### Cell sizes after repair, run 1

Scale bar: 20 um.
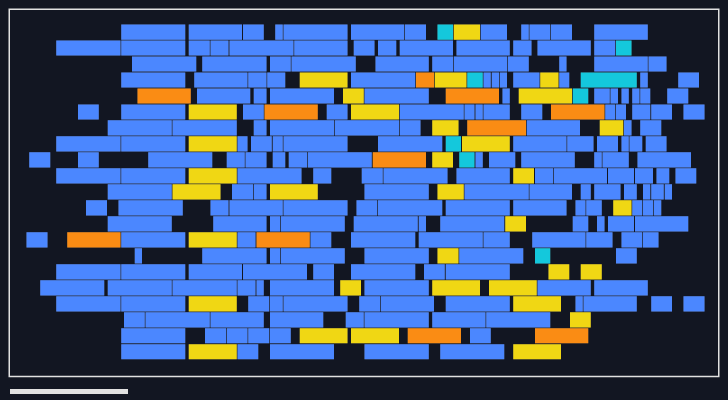
### Pin map, run 1

Pins as bars across the die edge, other pins in gray.
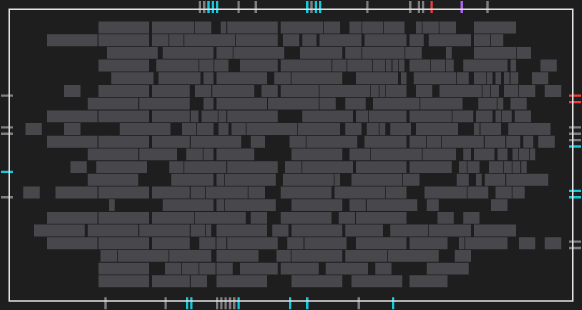
### Clock distribution, run 1

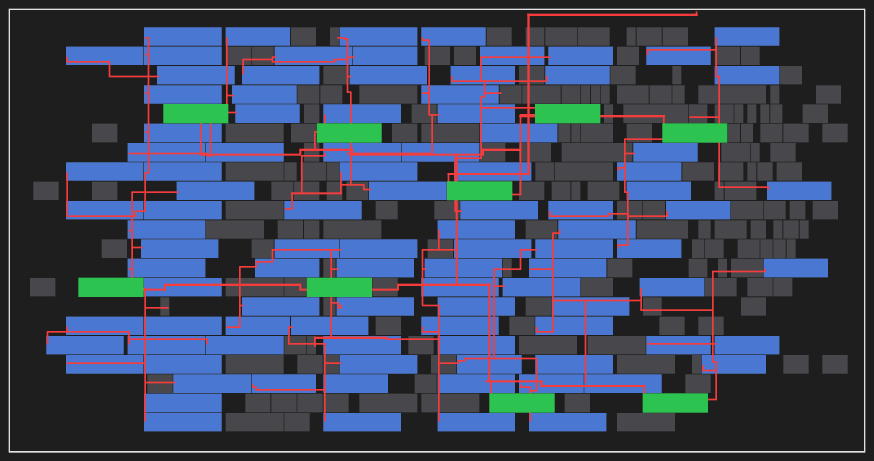
### src/rtl/parking_pkg.sv
// parking_pkg: shared types, constants and plate validation for the parking lot front-end
package parking_pkg;
    localparam int PLATE_W = 16;
    localparam logic DIR_IN = 1'b0;
    localparam logic DIR_OUT = 1'b1;
    typedef enum logic [1:0] {ST_IDLE, ST_ISSUE, ST_HOLD} gate_q_state_t;
    typedef struct packed {
        logic               dir;
        logic [PLATE_W-1:0] plate;
    } gate_req_t;
    // A plate is four BCD digits and may not be all zeros
    function automatic logic plate_is_valid(input logic [PLATE_W-1:0] plate);
        logic ok;
        ok = plate != '0;
        for (int i = 0; i < PLATE_W / 4; i++)
            if (plate[i*4 +: 4] > 4'd9) ok = 1'b0;
        return ok;
    endfunction
endpackage

### src/rtl/gate_request_queue_if.sv
// gate_request_queue_if: gate reader request handshake and lot dispatch signals
interface gate_request_queue_if #(parameter int DEPTH = 4) ();
    logic                    req_valid;
    logic                    req_dir;
    logic [15:0]             req_plate;
    logic                    req_ready;
    logic                    lot_busy;
    logic                    leakage;
    logic [15:0]             license_plate;
    logic                    in_mode;
    logic                    out_mode;
    logic                    reject;
    logic [$clog2(DEPTH):0]  queue_count;
    logic                    full;
    logic                    empty;
    modport master (
        output req_valid, req_dir, req_plate, lot_busy, leakage,
        input  req_ready, license_plate, in_mode, out_mode, reject, queue_count, full, empty
    );
    modport slave (
        input  req_valid, req_dir, req_plate, lot_busy, leakage,
        output req_ready, license_plate, in_mode, out_mode, reject, queue_count, full, empty
    );
endinterface

### src/rtl/sync_fifo.sv
// sync_fifo: circular buffer whose pointers carry an extra wrap bit so full and empty are distinct
module sync_fifo #(
    parameter int WIDTH = 17,
    parameter int DEPTH = 4
) (
    input  logic                   i_clock,
    input  logic                   i_reset_n,
    input  logic                   i_push,
    input  logic [WIDTH-1:0]       i_wdata,
    input  logic                   i_pop,
    output logic [WIDTH-1:0]       o_rdata,
    output logic [$clog2(DEPTH):0] o_count,
    output logic                   o_full,
    output logic                   o_empty
);
    localparam int AW = $clog2(DEPTH);
    logic [WIDTH-1:0] r_mem [DEPTH];
    logic [AW:0]      r_wr, r_rd;
    logic             w_push, w_pop;
    assign o_count = r_wr - r_rd;
    assign o_full  = o_count == (AW+1)'(DEPTH);
    assign o_empty = o_count == '0;
    assign w_push  = i_push && !o_full;
    assign w_pop   = i_pop && !o_empty;
    assign o_rdata = r_mem[r_rd[AW-1:0]];
    always_ff @(posedge i_clock or negedge i_reset_n)
        if (!i_reset_n) begin
            r_wr <= '0;
            r_rd <= '0;
        end else begin
            r_wr <= r_wr + (AW+1)'(w_push);
            r_rd <= r_rd + (AW+1)'(w_pop);
        end
    always_ff @(posedge i_clock)
        if (w_push) r_mem[r_wr[AW-1:0]] <= i_wdata;
endmodule

### src/rtl/gate_request_queue.sv
// gate_request_queue: buffers gate requests and replays them to the lot as one-cycle mode pulses
module gate_request_queue
    import parking_pkg::*;
#(
    parameter int DEPTH   = 4,
    parameter int HOLDOFF = 2
) (
    input logic                 i_clock,
    input logic                 i_reset_n,
    gate_request_queue_if.slave bus
);
    gate_q_state_t          r_state;
    logic [3:0]             r_hold;
    logic                   r_in_mode, r_out_mode, r_reject;
    logic [PLATE_W-1:0]     r_plate;
    gate_req_t              w_wdata, w_head;
    logic                   w_push, w_store, w_pop, w_full, w_empty;
    logic [$clog2(DEPTH):0] w_count;
    assign w_push  = bus.req_valid && bus.req_ready;
    assign w_store = w_push && plate_is_valid(bus.req_plate);
    assign w_wdata = '{dir: bus.req_dir, plate: bus.req_plate};
    // Leakage and lot_busy only gate the decision to start; an ISSUE in flight always completes
    assign w_pop   = r_state == ST_IDLE && !w_empty && !bus.lot_busy && !bus.leakage;
    sync_fifo #(.WIDTH($bits(gate_req_t)), .DEPTH(DEPTH)) u_fifo (
        .i_clock  (i_clock),
        .i_reset_n(i_reset_n),
        .i_push   (w_store),
        .i_wdata  (w_wdata),
        .i_pop    (w_pop),
        .o_rdata  (w_head),
        .o_count  (w_count),
        .o_full   (w_full),
        .o_empty  (w_empty)
    );
    assign bus.req_ready     = !w_full;
    assign bus.queue_count   = w_count;
    assign bus.full          = w_full;
    assign bus.empty         = w_empty;
    assign bus.in_mode       = r_in_mode;
    assign bus.out_mode      = r_out_mode;
    assign bus.reject        = r_reject;
    assign bus.license_plate = r_plate;
    always_ff @(posedge i_clock or negedge i_reset_n)
        if (!i_reset_n) begin
            r_state    <= ST_IDLE;
            r_hold     <= '0;
            r_in_mode  <= 1'b0;
            r_out_mode <= 1'b0;
            r_reject   <= 1'b0;
            r_plate    <= '0;
        end else begin
            r_reject <= w_push && !w_store;
            case (r_state)
                ST_IDLE: if (w_pop) begin
                    r_state    <= ST_ISSUE;
                    r_in_mode  <= w_head.dir == DIR_IN;
                    r_out_mode <= w_head.dir == DIR_OUT;
                    r_plate    <= w_head.plate;
                end
                ST_ISSUE: begin
                    r_state    <= ST_HOLD;
                    r_hold     <= 4'd1;
                    r_in_mode  <= 1'b0;
                    r_out_mode <= 1'b0;
                    r_plate    <= '0;
                end
                ST_HOLD: begin
                    r_state <= r_hold == 4'(HOLDOFF) ? ST_IDLE : ST_HOLD;
                    r_hold  <= r_hold + 4'd1;
                end
                default: r_state <= ST_IDLE;
            endcase
        end
endmodule

### src/flat_wrapper.sv
// flat-port wrapper written by rule: the top's interface ports become plain ports
module gate_request_queue_flat import parking_pkg::*;
#(
    parameter int DEPTH   = 4,
    parameter int HOLDOFF = 2
)
  (i_clock, i_reset_n, bus_req_valid, bus_req_dir, bus_req_plate, bus_lot_busy, bus_leakage, bus_req_ready, bus_license_plate, bus_in_mode, bus_out_mode, bus_reject, bus_queue_count, bus_full, bus_empty);
  gate_request_queue_if #(.DEPTH(DEPTH)) bus_i ();
  input logic i_clock;
  input logic i_reset_n;
  input wire logic [$bits(bus_i.req_valid)-1:0] bus_req_valid;
  input wire logic [$bits(bus_i.req_dir)-1:0] bus_req_dir;
  input wire logic [$bits(bus_i.req_plate)-1:0] bus_req_plate;
  input wire logic [$bits(bus_i.lot_busy)-1:0] bus_lot_busy;
  input wire logic [$bits(bus_i.leakage)-1:0] bus_leakage;
  output wire logic [$bits(bus_i.req_ready)-1:0] bus_req_ready;
  output wire logic [$bits(bus_i.license_plate)-1:0] bus_license_plate;
  output wire logic [$bits(bus_i.in_mode)-1:0] bus_in_mode;
  output wire logic [$bits(bus_i.out_mode)-1:0] bus_out_mode;
  output wire logic [$bits(bus_i.reject)-1:0] bus_reject;
  output wire logic [$bits(bus_i.queue_count)-1:0] bus_queue_count;
  output wire logic [$bits(bus_i.full)-1:0] bus_full;
  output wire logic [$bits(bus_i.empty)-1:0] bus_empty;
  assign bus_i.req_valid = bus_req_valid;
  assign bus_i.req_dir = bus_req_dir;
  assign bus_i.req_plate = bus_req_plate;
  assign bus_i.lot_busy = bus_lot_busy;
  assign bus_i.leakage = bus_leakage;
  assign bus_req_ready = bus_i.req_ready;
  assign bus_license_plate = bus_i.license_plate;
  assign bus_in_mode = bus_i.in_mode;
  assign bus_out_mode = bus_i.out_mode;
  assign bus_reject = bus_i.reject;
  assign bus_queue_count = bus_i.queue_count;
  assign bus_full = bus_i.full;
  assign bus_empty = bus_i.empty;
  gate_request_queue #(.DEPTH(DEPTH), .HOLDOFF(HOLDOFF)) u_core (.i_clock(i_clock), .i_reset_n(i_reset_n), .bus(bus_i));
endmodule
### config.mk
export PLATFORM = sky130hd
export DESIGN_NAME = gate_request_queue_flat
export DESIGN_NICKNAME = d
export VERILOG_FILES = /design/src/rtl/parking_pkg.sv /design/src/rtl/gate_request_queue_if.sv /design/src/rtl/sync_fifo.sv /design/src/rtl/gate_request_queue.sv /design/src/flat_wrapper.sv
export SDC_FILE = /design/constraint.sdc
export NUM_CORES = 1
export LEC_CHECK = 0
export CAP_MARGIN = 20
export CORE_ASPECT_RATIO = 0.5
export CORE_MARGIN = 2
export CORE_UTILIZATION = 59
export CTS_CLUSTER_SIZE = 8
export DETAILED_ROUTE_END_ITERATION = 10
export PLACE_DENSITY = 0.88
export SKIP_LAST_GASP = 1
export SLEW_MARGIN = 0
export SYNTH_ARGS = -nofsm -noshare
export SYNTH_HDL_FRONTEND = slang
export SYNTH_SLANG_ARGS = --single-unit
### constraint.sdc
create_clock -name i_clock -period 11.2 [get_ports i_clock]
set_input_delay 1.68 -clock i_clock [delete_from_list [all_inputs] [get_ports i_clock]]
set_output_delay 1.68 -clock i_clock [all_outputs]
set_load 0.02 [all_outputs]
==> metrics.yaml, run 1 <==
p_sw_uw: 408.6
cts_tree: "built"
wl_met2_um: 4141
clk_latency_ps: 340
synth_area_mm2: 0.004001
synth-edff-count: 68
layout-drive-gt1-share_pct: 19.06
initial_utilization_pct: 60.43
r2r_setup_slack_ps: 8350
die_h_um: 62.23
period_used_pct: 39.28
wl_per_cell_um: 22.14
hold_path.class: "flop to flop"
ctsHtreeMaxLevel: 3
grt_pass1_vias: 2395
grtUsageMet1_pct: 33.07
cts_resized: 0
ff_latch_area_mm2: 0.002818
grt_use_met2_pct: 39.76
utilization_pct: 73.58
grt.overflow.total: 0
io_buffers: 46
worstSetupEndpointType: "output port"
largest_reg_flops: 68
async_reset_ff_share_pct: 31.31
synth_cell_types: 37
antenna_found_initial: 0
rsz0062_at_grt: "false"
die_x_um: 120.5
ys_cells: 218
clockRootBuffer: "clkbuf_16"
wl_met3_um: 638
post_cts_buffers: 0
crit_start: "u_core.u_fifo.r_rd[1]$_DFF_PN0_"
die_area_mm2: 0.007497
yosysChipArea_mm2: 0.004001
openroad.warnings: 30
rr_startpoint: "u_core.u_fifo.r_rd[1]$_DFF_PN0_"
place_ws_ps: 7144
synth_warnings: 0
worst_ir_drop_vdd_mv: 0.1293
p_comb_share_pct: 37.6
r2r_cells: 7
status: "finished, final reports clean"
clock_power_share_pct: 22.9
grt_pass1_wl_um: 13240
routed.top_layer: "met4"
grt_max_degree: 32
worstPathArrival_ps: 2720
start_kind: "flop"
slew_viol_final: 0
## Picture notes: 'Cell sizes after repair'
_6 and larger -> orange  # cells 11, most used clkbuf_16
_3 and _4 cells -> cyan  # cells 8, most used buf_4
_2 cells -> yellow  # cells 34, most used mux4_2
_0 and _1 cells -> blue  # cells 225, most used edfxtp_1
final worst setup slack: 6801 ps
Final Cell Area: 0.004872 mm^2
Buffers, non-clock: 52
Synth-to-Final Area Change: 21.76%

## Picture notes: 'Pin map'
bus_license_plate -> cyan  # pins 16, direction output, edge 6 top, 6 bottom, 3 right, 1 left
bus_queue_count -> red  # pins 3, direction output, edge 2 right, 1 top
i_clock -> purple  # pins 1, direction input, edge top
all pins by edge = 18 top, 14 bottom, 10 right, 5 left

## Picture notes: 'Clock distribution'
clock wires -> red  # length 1010 um
clock drivers -> green  # count 9
flip-flops -> blue  # count 99
routed clock nets = 10

==> run 1: cell usage in the layout, fill, tap and decap left out, drive strengths merged, types with 2 or more instances in the layout <==
master         instances
nand3                  4
nor2b                  2
edfxtp                68
mux4                  17
mux2i                  2
nor4                   7
buf                    6
clkdlybuf4s50         46
clkinvlp               2
nand2                  4
nand3b                 2
inv                   15
clkbuf                13
xor2                   2
nor2                   2
nor4b                  3
dfrtp                 31
o21ai                  8
a22o                  18
o21a                   2
ha                    11
==> run 1: synth_stat cells, drive strengths merged (2+ instances only) <==
cell type	number	area [um^2]
nand2	4	15.01
inv	14	52.55
nand3b	2	15.01
dfrtp	31	775.7
nor4b	3	26.28
ha	11	137.6
nor4	7	43.79
o21ai	8	40.03
nor2b	2	12.51
mux4	17	382.9
nor2	2	7.510
edfxtp	68	2042
xor2	2	17.52
buf	7	55.05
mux2i	2	20.02
o21a	2	15.01
nand3	4	20.02
a22o	18	167.7
==> run 1: power by group through the flow <==
| stage | Combinational, mW | Clock (mW) | Sequential, mW |
|---|---|---|---|
| 2_1_floorplan | 0.305 | 0 | 0.479 |
| 3_3_place_gp | 0.412 | 0 | 0.498 |
| 3_5_place_dp | 0.459 | 0 | 0.489 |
| 4_1_cts | 0.462 | 0.280 | 0.482 |
| 5_1_grt | 0.491 | 0.297 | 0.488 |
| 6_report | 0.458 | 0.279 | 0.481 |
==> run 1: cells by family (layout without fill, tap and decap cells) <==
| family | count (synthesis) | after routing | share of synthesized area, % |
|---|---|---|---|
| flops | 99 | 99 | 70.42 |
| simple gates | 28 | 28 | 4.221 |
| mux | 20 | 20 | 10.35 |
| compound gates | 34 | 34 | 7.223 |
| fa+ha+maj | 12 | 12 | 3.940 |
| buf+inv | 22 | 82 | 2.783 |
| xor+xnor | 3 | 3 | 1.063 |
==> run 1: layout make-up <==
| type | instances | area share, % |
|---|---|---|
| Inverter | 14 | 1.079 |
| Tap cell | 92 | 2.363 |
| Sequential cell | 99 | 57.83 |
| Clock buffer | 13 | 4.931 |
| Timing Repair Buffer | 52 | 10.79 |
| Clock inverter | 3 | 0.4879 |
| Multi-Input combinational cell | 97 | 22.52 |
==> run 1: worst max-delay path, cell delays in order, from the launching register on <==
cell	delay, ps
dfrtp_1	700
fa_1	570
xor3_2	320
nor2_1	160
clkdlybuf4s50_1	630
==> run 1: stage by stage <==
step	cell area, um^2	total power [mW]	hold WS, ps
global route	4872	1.275	527.4
detailed placement	4608	0.9476	481.3
CTS	4872	1.225	493.6
floorplan	4001	0.7846	443.3
global placement	4581	0.9101	471.6
finish	4872	1.218	493.8
==> run 1: worst min path at each step <==
stage | to | slack [ps] | cells past startpoint
after floorplan | u_core.u_fifo.r_rd[2]$_DFF_PN0_ | 440 | 1
after CTS | u_core.u_fifo.r_rd[2]$_DFF_PN0_ | 490 | 1
after global placement | u_core.u_fifo.r_rd[2]$_DFF_PN0_ | 470 | 1
after detailed placement | u_core.u_fifo.r_rd[2]$_DFF_PN0_ | 480 | 1
after global routing | u_core.bus.in_mode$_DFFE_PN0P_ | 530 | 1
final | u_core.u_fifo.r_rd[2]$_DFF_PN0_ | 490 | 1
### Clock nets, run 1

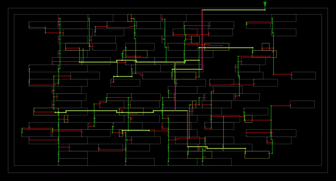

==> run 1 -> run 2 <==
Settings changed: CORE_UTILIZATION 59 to 50, PLACE_DENSITY 0.88 to 0.79.
Clock period 11.2 ns to 3.8 ns, I/O delays scaled along.
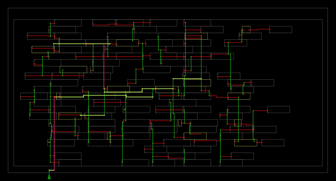
*Clock nets, run 2*
clock network power: 942 uW
total CTS buffers: 9
Latency at later pin: 340 ps
TritonCTS Sinks: 99

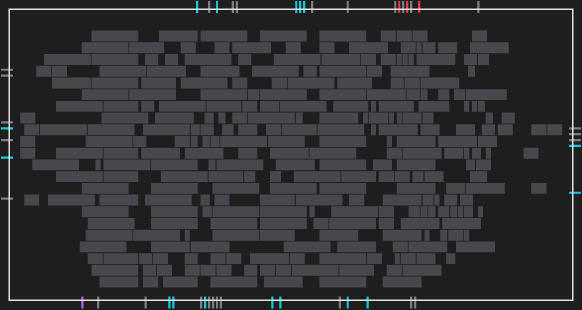
*Pin map, run 2*
Pins as bars across the die edge, other pins in gray.
bus_queue_count -> red  # pins 3, direction output, edge top
bus_license_plate -> cyan  # pins 16, direction output, edge 7 bottom, 5 top, 2 left, 2 right
i_clock -> purple  # pins 1, direction input, edge bottom
all pins by edge = 18 bottom, 17 top, 7 left, 5 right

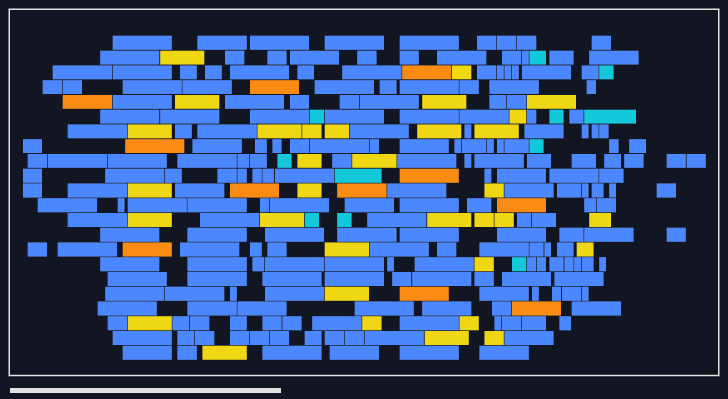
*Cell sizes after repair, run 2*
Scale bar: 50 um.
_3 and _4 cells -> cyan  # cells 11, most used buf_4
_0 and _1 cells -> blue  # cells 224, most used edfxtp_1
_6 and larger -> orange  # cells 11, most used clkbuf_16
_2 cells -> yellow  # cells 33, most used mux4_2
Buffers, non-clock: 53
final worst setup slack: 672.1 ps
Synth-to-Final Area Change: 23.39%

==> metrics.yaml, run 2 <==
status: "finished, final reports clean"
grt.overflow.total: 0  # unchanged
critical_path.slowest_cell: "clkdlybuf4s50_1"
synth-edff-count: 68  # unchanged
utilization_pct: 65.46  # -8.1 points
crit_path_frequent_cell: "inv_1"
xor_share_pct: 1.063  # unchanged
io_buffers: 46  # unchanged
start_kind: "flop"
top_cell: "edfxtp_1"
worst-path-buf-inv: 3  # +2
layout-drive-gt1-share_pct: 19.71  # +0.65 points
hold_ws_ps: 479.4  # -14.35 ps
grt_pass1_wl_um: 12500  # -5.6%
ctsHtreeMaxLevel: 3  # unchanged
critPathMaxStageDelay_ps: 600  # -100 ps
die_x_um: 130.5  # +8.3%
post_cts_buffers: 0  # unchanged
critPathTopFamily: "buffers and inverters"
final_common_cell: "edfxtp_1"
period_used_pct: 82.31
yosys.area_share.simple_pct: 4.221  # unchanged
yosysTopAreaCell: "edfxtp_1"
async_reset_ff_share_pct: 31.31  # unchanged
hold_path.class: "flop to flop"
synth_warnings: 0  # unchanged
synth-compound-area-share_pct: 7.223  # unchanged
worstPathArrival_ps: 2560  # -160 ps
finalPower_mw: 3.691  # +200%
worstSetupEndpointType: "output port"
worst_ir_drop_vdd_mv: 0.3656  # +180%
synth_area_mm2: 0.004001  # unchanged
rsz0062_at_grt: "false"
grt_pass1_vias: 2267  # -5.3%
ys_sh_mux_pct: 10.35  # unchanged
synthTopCellsByCount: "edfxtp_1 (68), dfrtp_1 (31), mux4_2 (17)"
antenna_found_initial: 0  # unchanged
postLayoutCellArea_mm2: 0.004937  # +1.3%
clockRootBuffer: "clkbuf_16"
openroad.warnings: 31  # +3.3%
ys_cells: 218  # unchanged
ff_latch_area_mm2: 0.002818  # unchanged
die_h_um: 67.26  # +8.1%
die_area_mm2: 0.008777  # +17%
initial_utilization_pct: 53.05  # -7.4 points
synth.top_cell.area_share_pct: 51.03  # unchanged
layout_top_cells: "edfxtp_1 (68), clkdlybuf4s50_1 (46), dfrtp_1 (31)"
crit_chain: "inv_1, ha_1, fa_1, xor3_2, nand3_1, inv_1, clkdlybuf4s50_1"
yosysChipArea_mm2: 0.004001  # unchanged
run 2: layout make-up:
type | count | area share [%]
flip-flops and latches | 99 | 57.07
multi-input cells | 97 | 22.40
repair buffers | 53 | 10.39
clock buffers | 12 | 4.790
well taps | 108 | 2.737
clock inverters | 4 | 1.546
inverters | 14 | 1.064
run 2: final timing paths:
| kind | to | from | cells after the start |
|---|---|---|---|
| setup / recovery | bus_full | u_core.u_fifo.r_wr[0]$_DFF_PN0_ | 7 |
| hold / removal | u_core.u_fifo.r_rd[2]$_DFF_PN0_ | u_core.u_fifo.r_rd[2]$_DFF_PN0_ | 1 |
| setup reg to reg | u_core.u_fifo.r_mem[3][4]$_DFFE_PP_ | u_core.u_fifo.r_wr[0]$_DFF_PN0_ | 7 |
| hold reg to reg | u_core.u_fifo.r_rd[2]$_DFF_PN0_ | u_core.u_fifo.r_rd[2]$_DFF_PN0_ | 1 |
| max in group asynchronous | u_core.bus.license_plate[14]$_DFFE_PN0P_ | i_reset_n | 2 |
| min in group asynchronous | u_core.u_fifo.r_rd[2]$_DFF_PN0_ | i_reset_n | 2 |
run 2: power breakdown:
| group | total, mW | switching [mW] | leakage (nW) | internal [mW] |
|---|---|---|---|---|
| sequential | 1.36 | 0.0806 | 1.02 | 1.28 |
| clock | 0.942 | 0.363 | 0.147 | 0.578 |
| combinational | 1.38 | 0.746 | 0.656 | 0.639 |
run 2: kinds of logic (layout without fill, tap and decap cells):
kind of cell	Yosys count	after routing
multiplexers	20	20
XOR/XNOR	3	3
adder cells (fa/ha/maj)	12	12
AND/OR/NAND/NOR	28	28
AND-OR/OR-AND	34	34
buffers and inverters	22	83
flip-flops	99	99
run 2: worst reg2reg max path, cell delays in order, from the launching register on:
cell and delay, ps:
dfrtp_1 410, inv_1 80, ha_1 210, fa_1 370, xor3_2 320, a31o_2 360
nor4_2 250, buf_4 330
run 2: metrics by stage:
step,setup WS [ps],std cells
finish,672.1,387
global route,540.4,387
CTS,655.3,387
detailed placement,1033,371
global placement,1103,371
floorplan,-39.47,218
run 2: metal layers:
layer	GRT usage, %	routed length, um	vias to the layer above
li1	-	-	978
met5	0	0	-
met1	27.21	3460	1111
met4	7.979	86	0
met2	33.01	3972	55
met3	5.230	341	6
Power is estimated from default activity; no workload was simulated.
